--- config.mk ---
export PLATFORM = sky130hd
export DESIGN_NAME = ni_tx_sched
export DESIGN_NICKNAME = d
export VERILOG_FILES = /design/src/rtl/ravenoc_pkg.sv /design/src/rtl/ni_vc_arbiter.sv /design/src/rtl/ni_tx_sched.sv
export SDC_FILE = /design/constraint.sdc
export NUM_CORES = 1
export LEC_CHECK = 0
export ABC_AREA = 1
export CAP_MARGIN = 20
export CORE_UTILIZATION = 34
export DETAILED_ROUTE_END_ITERATION = 10
export PLACE_DENSITY = 0.83
export SYNTH_ARGS = -nofsm -noshare
export SYNTH_HDL_FRONTEND = slang
export SYNTH_SLANG_ARGS = --single-unit
--- constraint.sdc ---
create_clock -name clk -period 2.1 [get_ports clk]
set_input_delay 0.42 -clock clk [delete_from_list [all_inputs] [get_ports clk]]
set_output_delay 0.42 -clock clk [all_outputs]
set_load 0.02 [all_outputs]
--- src/rtl/ravenoc_pkg.sv ---
// rtl/ravenoc_pkg.sv - shared NoC constants and TX scheduler state type
package ravenoc_pkg;

    localparam int FlitDataWidth = 32;
    localparam int PktWidth      = 8;
    localparam int NumVirtChn    = 3;

    typedef enum logic {
        TX_IDLE,
        TX_BURST
    } tx_sched_st_t;

endpackage

--- src/rtl/ni_vc_arbiter.sv ---
// rtl/ni_vc_arbiter.sv - VC grant selection: fixed highest-index priority, or round-robin when TX_SCHED_RR_EN is defined
module ni_vc_arbiter #(
    parameter int NumVC = 3,
    localparam int VcW = (NumVC > 1) ? $clog2(NumVC) : 1
) (
    input  logic             clk,
    input  logic             arst,
    input  logic [NumVC-1:0] req,
    input  logic             update,
    input  logic [VcW-1:0]   upd_idx,
    output logic [NumVC-1:0] grant,
    output logic [VcW-1:0]   idx
);

`ifdef TX_SCHED_RR_EN
    logic [VcW-1:0] rr_ptr;
    logic           found;
    int             cand;

    // Pointer moves just past the VC whose packet has completed.
    always_ff @(posedge clk or posedge arst) begin
        if (arst) begin
            rr_ptr <= '0;
        end else if (update) begin
            if (int'(upd_idx) == NumVC - 1) begin
                rr_ptr <= '0;
            end else begin
                rr_ptr <= upd_idx + 1'b1;
            end
        end
    end

    always_comb begin
        idx   = '0;
        found = 1'b0;
        cand  = 0;
        for (int k = 0; k < NumVC; k++) begin
            cand = int'(rr_ptr) + k;
            if (cand >= NumVC) begin
                cand = cand - NumVC;
            end
            if (!found && req[cand]) begin
                found = 1'b1;
                idx   = VcW'(cand);
            end
        end
    end
`else
    logic unused_rr;
    assign unused_rr = ^{clk, arst, update, upd_idx};

    always_comb begin
        idx = '0;
        for (int i = 0; i < NumVC; i++) begin
            if (req[i]) begin
                idx = VcW'(i);
            end
        end
    end
`endif

    always_comb begin
        grant = '0;
        for (int i = 0; i < NumVC; i++) begin
            grant[i] = req[i] && (idx == VcW'(i));
        end
    end

endmodule

--- src/rtl/ni_tx_sched.sv ---
// rtl/ni_tx_sched.sv - per-VC TX packet scheduler toward the packet processor; TX_SCHED_RR_EN selects round-robin arbitration
module ni_tx_sched
    import ravenoc_pkg::*;
#(
    parameter int NumVC         = ravenoc_pkg::NumVirtChn,
    parameter int FlitDataWidth = ravenoc_pkg::FlitDataWidth,
    parameter int PktWidth      = ravenoc_pkg::PktWidth,
    localparam int VcW = (NumVC > 1) ? $clog2(NumVC) : 1
) (
    input  logic                           clk,
    input  logic                           arst,
    input  logic [NumVC-1:0]               vc_valid_i,
    input  logic [NumVC*FlitDataWidth-1:0] vc_flit_i,
    input  logic [NumVC*PktWidth-1:0]      vc_pkt_sz_i,
    output logic [NumVC-1:0]               vc_ready_o,
    output logic                           pkt_out_valid_o,
    output logic                           pkt_out_req_new_o,
    output logic                           pkt_out_req_last_o,
    output logic [FlitDataWidth-1:0]       pkt_out_flit_o,
    output logic [PktWidth-1:0]            pkt_out_pkt_sz_o,
    output logic [VcW-1:0]                 pkt_out_vc_id_o,
    input  logic                           pkt_out_ready_i,
    output logic                           busy_o,
    output logic [VcW-1:0]                 active_vc_o
);

    tx_sched_st_t       state, next_state;
    logic [PktWidth-1:0] cnt;
    logic [VcW-1:0]      lock_vc;
    logic                pend;

    logic [NumVC-1:0]    arb_grant;
    logic [VcW-1:0]      arb_idx;
    logic [VcW-1:0]      sel;
    logic [NumVC-1:0]    sel_oh;
    logic [PktWidth-1:0] head_sz;
    logic                hs;
    logic                pkt_done;

    ni_vc_arbiter #(.NumVC(NumVC)) u_arb (
        .clk     (clk),
        .arst    (arst),
        .req     (vc_valid_i),
        .update  (pkt_done),
        .upd_idx (sel),
        .grant   (arb_grant),
        .idx     (arb_idx)
    );

    always_comb begin
        sel                = arb_idx;
        sel_oh             = arb_grant;
        pkt_out_valid_o    = 1'b0;
        pkt_out_req_new_o  = 1'b0;
        pkt_out_req_last_o = 1'b0;
        pkt_out_flit_o     = '0;
        pkt_out_pkt_sz_o   = '0;
        pkt_out_vc_id_o    = '0;
        next_state         = state;
        pkt_done           = 1'b0;

        // A locked burst or an unaccepted head keeps the previous grant.
        if (state == TX_BURST || pend) begin
            sel          = lock_vc;
            sel_oh       = '0;
            sel_oh[sel]  = 1'b1;
        end

        head_sz         = vc_pkt_sz_i[sel*PktWidth +: PktWidth];
        pkt_out_valid_o = vc_valid_i[sel];
        hs              = pkt_out_valid_o && pkt_out_ready_i;

        if (pkt_out_valid_o) begin
            pkt_out_flit_o  = vc_flit_i[sel*FlitDataWidth +: FlitDataWidth];
            pkt_out_vc_id_o = sel;
            if (state == TX_IDLE) begin
                pkt_out_req_new_o  = 1'b1;
                pkt_out_pkt_sz_o   = head_sz;
                pkt_out_req_last_o = (head_sz == '0);
            end else begin
                pkt_out_req_last_o = (cnt == PktWidth'(1));
            end
        end

        case (state)
            TX_IDLE: begin
                if (hs && head_sz != '0) begin
                    next_state = TX_BURST;
                end
                pkt_done = hs && (head_sz == '0);
            end
            TX_BURST: begin
                if (hs && cnt == PktWidth'(1)) begin
                    next_state = TX_IDLE;
                    pkt_done   = 1'b1;
                end
            end
            default: next_state = TX_IDLE;
        endcase

        vc_ready_o = hs ? sel_oh : '0;
    end

    always_ff @(posedge clk or posedge arst) begin
        if (arst) begin
            state   <= TX_IDLE;
            cnt     <= '0;
            lock_vc <= '0;
            pend    <= 1'b0;
        end else begin
            state <= next_state;
            if (state == TX_IDLE) begin
                pend <= pkt_out_valid_o && !pkt_out_ready_i;
                if (pkt_out_valid_o) begin
                    lock_vc <= sel;
                end
                if (hs) begin
                    cnt <= head_sz;
                end
            end else begin
                pend <= 1'b0;
                if (hs && cnt != '0) begin
                    cnt <= cnt - 1'b1;
                end
            end
        end
    end

    assign busy_o      = (state == TX_BURST);
    assign active_vc_o = busy_o ? lock_vc : '0;

    a_valid_held: assert property (@(posedge clk) disable iff (arst)
        (pkt_out_valid_o && !pkt_out_ready_i) |=> pkt_out_valid_o);

endmodule

Fig. 1: run 1, cells by drive strength
Scale bar: 20 um.
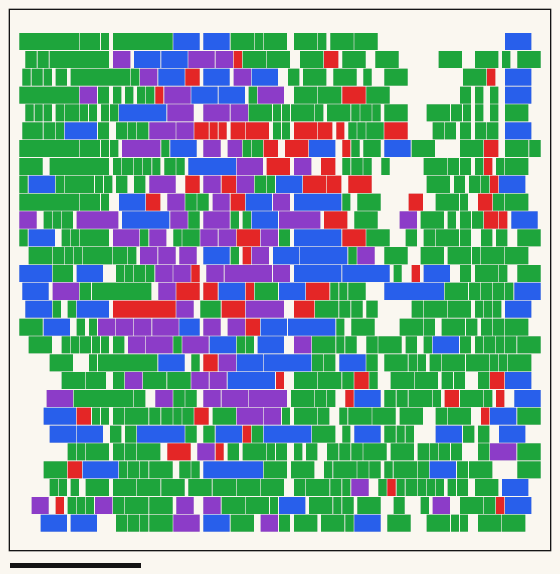
| colour | size | cells | share | most used |
|---|---|---|---|---|
| purple | x3 and x4 | 80 | 12% | buf_4 |
| blue | x6 and larger | 81 | 12% | buf_6 |
| red | x2 | 65 | 9.9% | inv_2 |
| green | x1 and smaller | 429 | 65% | clkdlybuf4s50_1 |

Fig. 2: run 1, track usage over the die
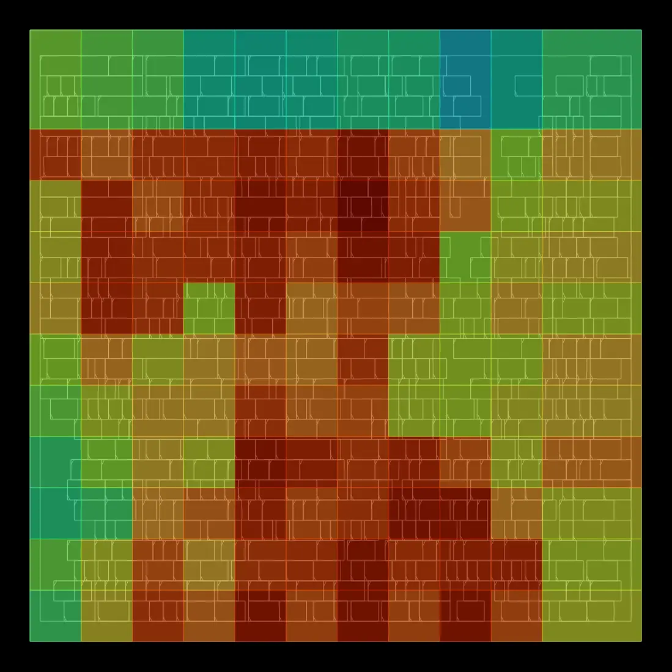
grt met1 use: 32.0%
grt met2 use: 54.9%
post-layout util: 85.5%
GR peak layer: met2

Fig. 3: run 1, sequential cells grouped by signal name
Scale bar: 20 um. Other sequential cells in the stronger grey, the rest of the logic in the fainter grey.
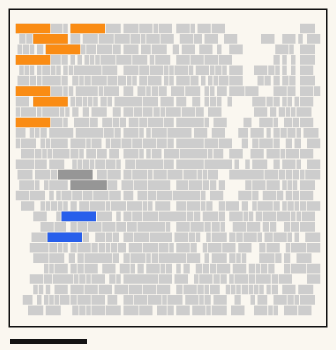
| colour | signal | flops |
|---|---|---|
| orange | cnt | 8 |
| blue | lock_vc | 2 |

[run 1: registers in the layout (all words and copies together), names as in the netlist]
register,flops
busy_o,1
lock_vc,2
cnt,8
pend,1
[run 1: power groups by stage]
stage | clock network, mW | logic, mW | registers, mW
3_5_place_dp | 0 | 5.95 | 0.411
3_3_place_gp | 0 | 5.87 | 0.403
4_1_cts | 0.260 | 6.17 | 0.411
5_1_grt | 0.269 | 8.76 | 0.435
2_1_floorplan | 0 | 3.31 | 0.429
6_report | 0.259 | 8.25 | 0.426
[run 1: cell usage after synthesis, drive strengths merged (3+ instances only)]
cell type / instances / area (um^2)
clkbuf: 8 / 30.0
inv: 71 / 267
ha: 3 / 37.5
buf: 18 / 103
a21oi: 6 / 30.0
dfrtp: 12 / 300
nand3: 58 / 308
nor2: 59 / 226
nand2: 94 / 378
nand3b: 3 / 22.5
nor3: 3 / 15.0
o21ai: 78 / 402
[run 1: per-stage QoR]
step	utilization [%]	hold slack, ns	setup WS [ns]	total power [mW]	setup TNS, ns
after global placement	72.8	0.462	-0.946	6.28	-43.40
final	85.5	0.492	-0.505	8.94	-17.45
after CTS	75.1	0.489	-0.365	6.84	-13.05
after global routing	85.5	0.532	-0.546	9.46	-20.81
after floorplan	-	0.285	-0.0851	3.74	-0.615
after detailed placement	72.8	0.474	-1.00	6.36	-45.97
[run 1: cells in the final DEF, fill, tap and decap left out, drive strengths merged]
cell	Yosys	final
nor3	3	3
ha	3	3
clkbuf	8	6
xor2	2	2
dfrtp	12	12
clkdlybuf4s50	0	126
nand3b	3	3
buf	18	122
a21oi	6	6
nand4	1	1
o22ai	2	2
a32oi	1	1
xnor2	2	2
nand3	58	58
and3	1	1
a21boi	1	1
o21ai	78	78
inv	71	71
dlygate4sd2	0	2
nand2	94	96
nor2	59	59
[run 1: routing by layer]
layer,up-vias,share of wire (%),global-route usage [%],routed length [um]
li1,1817,-,-,-
met1,1819,35,32.0,4500
met2,281,50,54.9,6370
met3,64,9.6,4.40,1230
met4,0,5.1,12.6,654
met5,-,0,0,0
[run 1: cells by family (layout without fill, tap and decap cells)]
kind of cell	Yosys count	after routing	synth area share (%)
AND/OR/NAND/NOR	219	221	43.8
buffers and inverters	97	327	18.2
AND-OR/OR-AND	88	88	21.0
flip-flops	12	12	13.7
XOR/XNOR	4	4	1.60
adder cells (fa/ha/maj)	3	3	1.71
[run 1: final cells by class]
cell class              instances  share of cell area, %
clock buffers                   4                   1.06
inverters                      71                   5.28
multi-input cells             316                   36.6
flip-flops and latches         12                   5.82
well taps                      75                   1.81
repair buffers                252                   49.5
[run 1: worst reg2reg max path, cell delays in order (launching register included)]
cell and delay (ns):
dfrtp_1 0.43, nor2_4 0.27, nand2_2 0.14, o21ai_4 0.12, o21ai_2 0.09, inv_2 0.09, o21ai_4 0.07, nand2_4 0.12
buf_6 0.16, nand2_8 0.08, buf_6 0.12, buf_4 0.12, buf_6 0.12, nand2_1 0.05, o21ai_1 0.06
[run 1: timing repair]
action                     CTS  global route
pin swaps                   20            42
setup endpoints to repair   50            50
cloned                       1             3
buffers inserted             6            16
resized                    226           223
==> results.ini, run 1 <==
[run_status]
status = finished, violations left
violations = negative setup slack

[global_routing]
grt_remaining_overflow = 0
grt_use_total_pct = 29.2
grt_max_degree = 33
antenna_found_initial = 0

[synth]
synth_seq_share_pct = 13.7
synth_cell_type_count = 30
edf_count = 0

[clock_tree]
cts_buffers = 3
clk_pin_slew_worst_paths_ns = 0.06
clock-sinks = 12

[floorplanning]
num_io_pins = 177
dieArea_mm2 = 0.00678
die_height_um = 82.3

[setup_path]
r2r-start = pend
crit_type = reg2out
path_buffers = 3
worst_path_max_delay_cell = dfrtp_1
reg2reg_setup_slack_ns = -0.05
critPathMaxStageDelay_ns = 0.43
crit_chain = nor2_4 -> nand2_2 -> o21ai_4 -> o21ai_2 -> inv_2 -> o21ai_4 -> nand2_4 -> buf_6 -> nand2_4 -> nor3_2 -> buf_4
end_kind = output pin

[sta]
fin_ws_ns = -0.505
worstMarginPinSlew_ns = 0.480
setup_viol = 50
rsz0062_at_grt = yes
fin_crit_sh_pct = 124
slew_headroom_pct = 68.0

[place]
hpwl_mm = 7.87
place_area_mm2 = 0.00441

[drt]
avgViaCountPerCell = 5.45
drc = 0

[layout]
comb_area_mm2 = 0.00190
fill_cells = 327
layout.nets = 785

[power]
irDropWorstVdd_uv = 1170
comb_power_share_pct = 92.3
powerDensity_mw_per_mm2 = 1720

[run]
warning_count = 31
cap_violations = 0

==> run 1 -> run 2 <==
Settings changed: CAP_MARGIN 20 to default.
Fig. 4: run 2, cells coloured by class
Scale bar: 20 um.
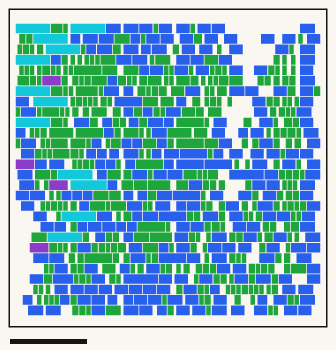
| colour | class | cells | share of their area |
|---|---|---|---|
| cyan | registers | 12 | 5.9% |
| blue | remaining buffers and delay cells | 252 | 50% |
| green | remaining logic cells | 387 | 43% |
| purple | clock drivers and dummy loads | 4 | 1.1% |

==> results.ini, run 2 <==
[synth]
edf_count = 0
synth_seq_share_pct = 13.7
most_common_cell = nand2_1

[sta]
fin_ws_ns = -0.505
worstMarginPinSlew_ns = 0.480
setup_viol = 50

[drt]
drc = 0
avgViaCountPerCell = 5.45

[place]
place_area_mm2 = 0.00441
hpwl_mm = 7.87

[layout]
mostFrequentLayoutCell = clkdlybuf4s50_1
final_core_util_pct = 85.5
reg.largest.list = cnt (8), lock_vc (2)

[setup_path]
r2r-start = pend

[run_status]
status = finished, violations left
violations = negative setup slack

[run]
warning_count = 31

[power]
powerDensity_mw_per_mm2 = 1720

[floorplanning]
die_height_um = 82.3

[clock_tree]
cts_buffers = 3

==> run 2: cell counts in the layout (fill, tap and decap cells not counted) <==
Identical to the previous run, type by type.
==> run 2: power groups by stage <==
stage	registers (mW)	clock network [mW]	logic, mW
detailed placement	0.411	0	5.95
floorplan	0.429	0	3.31
global route	0.435	0.269	8.76
CTS	0.411	0.260	6.17
global placement	0.403	0	5.87
finish	0.426	0.259	8.25
==> run 2: routing by layer <==
layer / vias up / GRT usage [%]
li1: 1817 / -
met1: 1819 / 32.0
met2: 281 / 54.9
met3: 64 / 4.40
met4: 0 / 12.6
met5: - / 0
==> run 2: how the worst max path moves through the flow <==
| stage | end | slack (ns) | cells after the start |
|---|---|---|---|
| floorplan | pkt_out_pkt_sz_o[0] | -0.09 | 10 |
| global placement | pkt_out_req_last_o | -0.95 | 14 |
| global route | vc_ready_o[2] | -0.55 | 11 |
| finish | vc_ready_o[2] | -0.51 | 11 |
| detailed placement | pkt_out_req_last_o | -1.00 | 14 |
| CTS | vc_ready_o[0] | -0.36 | 11 |
==> run 2: repair_timing <==
item / 4_1_cts / 5_1_grt
cloned: 1 / 3
setup buffers: 6 / 16
gates resized: 226 / 223
pin swaps: 20 / 42
endpoints found under the setup margin: 50 / 50
==> run 2: cell families (layout without fill, tap and decap cells) <==
group	after synthesis	count (layout)	synth area share, %
simple gates	219	221	43.8
buf+inv	97	327	18.2
compound gates	88	88	21.0
flops	12	12	13.7
xor+xnor	4	4	1.60
fa+ha+maj	3	3	1.71
==> run 2: worst max-delay path, stage by stage, from the launching register on <==
cell	delay (ns)
dfrtp_1	0.43
nor2_4	0.27
nand2_2	0.14
o21ai_4	0.12
o21ai_2	0.09
inv_2	0.09
o21ai_4	0.07
nand2_4	0.12
buf_6	0.13
nand2_4	0.06
nor3_2	0.22
buf_4	0.19
==> run 2: cell type report <==
cell class	count	area [um^2]	share of cell area [%]
Clock buffer	4	55.1	1.06
Inverter	71	274	5.28
Multi-Input combinational cell	316	1900	36.6
Sequential cell	12	302	5.82
Tap cell	75	93.8	1.81
Timing Repair Buffer	252	2560	49.5
==> run 2: through the flow <==
| stage | setup slack (ns) | power (mW) | hold slack [ns] | instances | setup TNS (ns) |
|---|---|---|---|---|---|
| 2_1_floorplan | -0.0851 | 3.74 | 0.285 | 423 | -0.615 |
| 3_3_place_gp | -0.946 | 6.28 | 0.462 | 701 | -43.40 |
| 5_1_grt | -0.546 | 9.46 | 0.532 | 730 | -20.81 |
| 4_1_cts | -0.365 | 6.84 | 0.489 | 712 | -13.05 |
| 6_report | -0.505 | 8.94 | 0.492 | 730 | -17.45 |
| 3_5_place_dp | -1.00 | 6.36 | 0.474 | 701 | -45.97 |
Power and IR drop assume default switching activity.
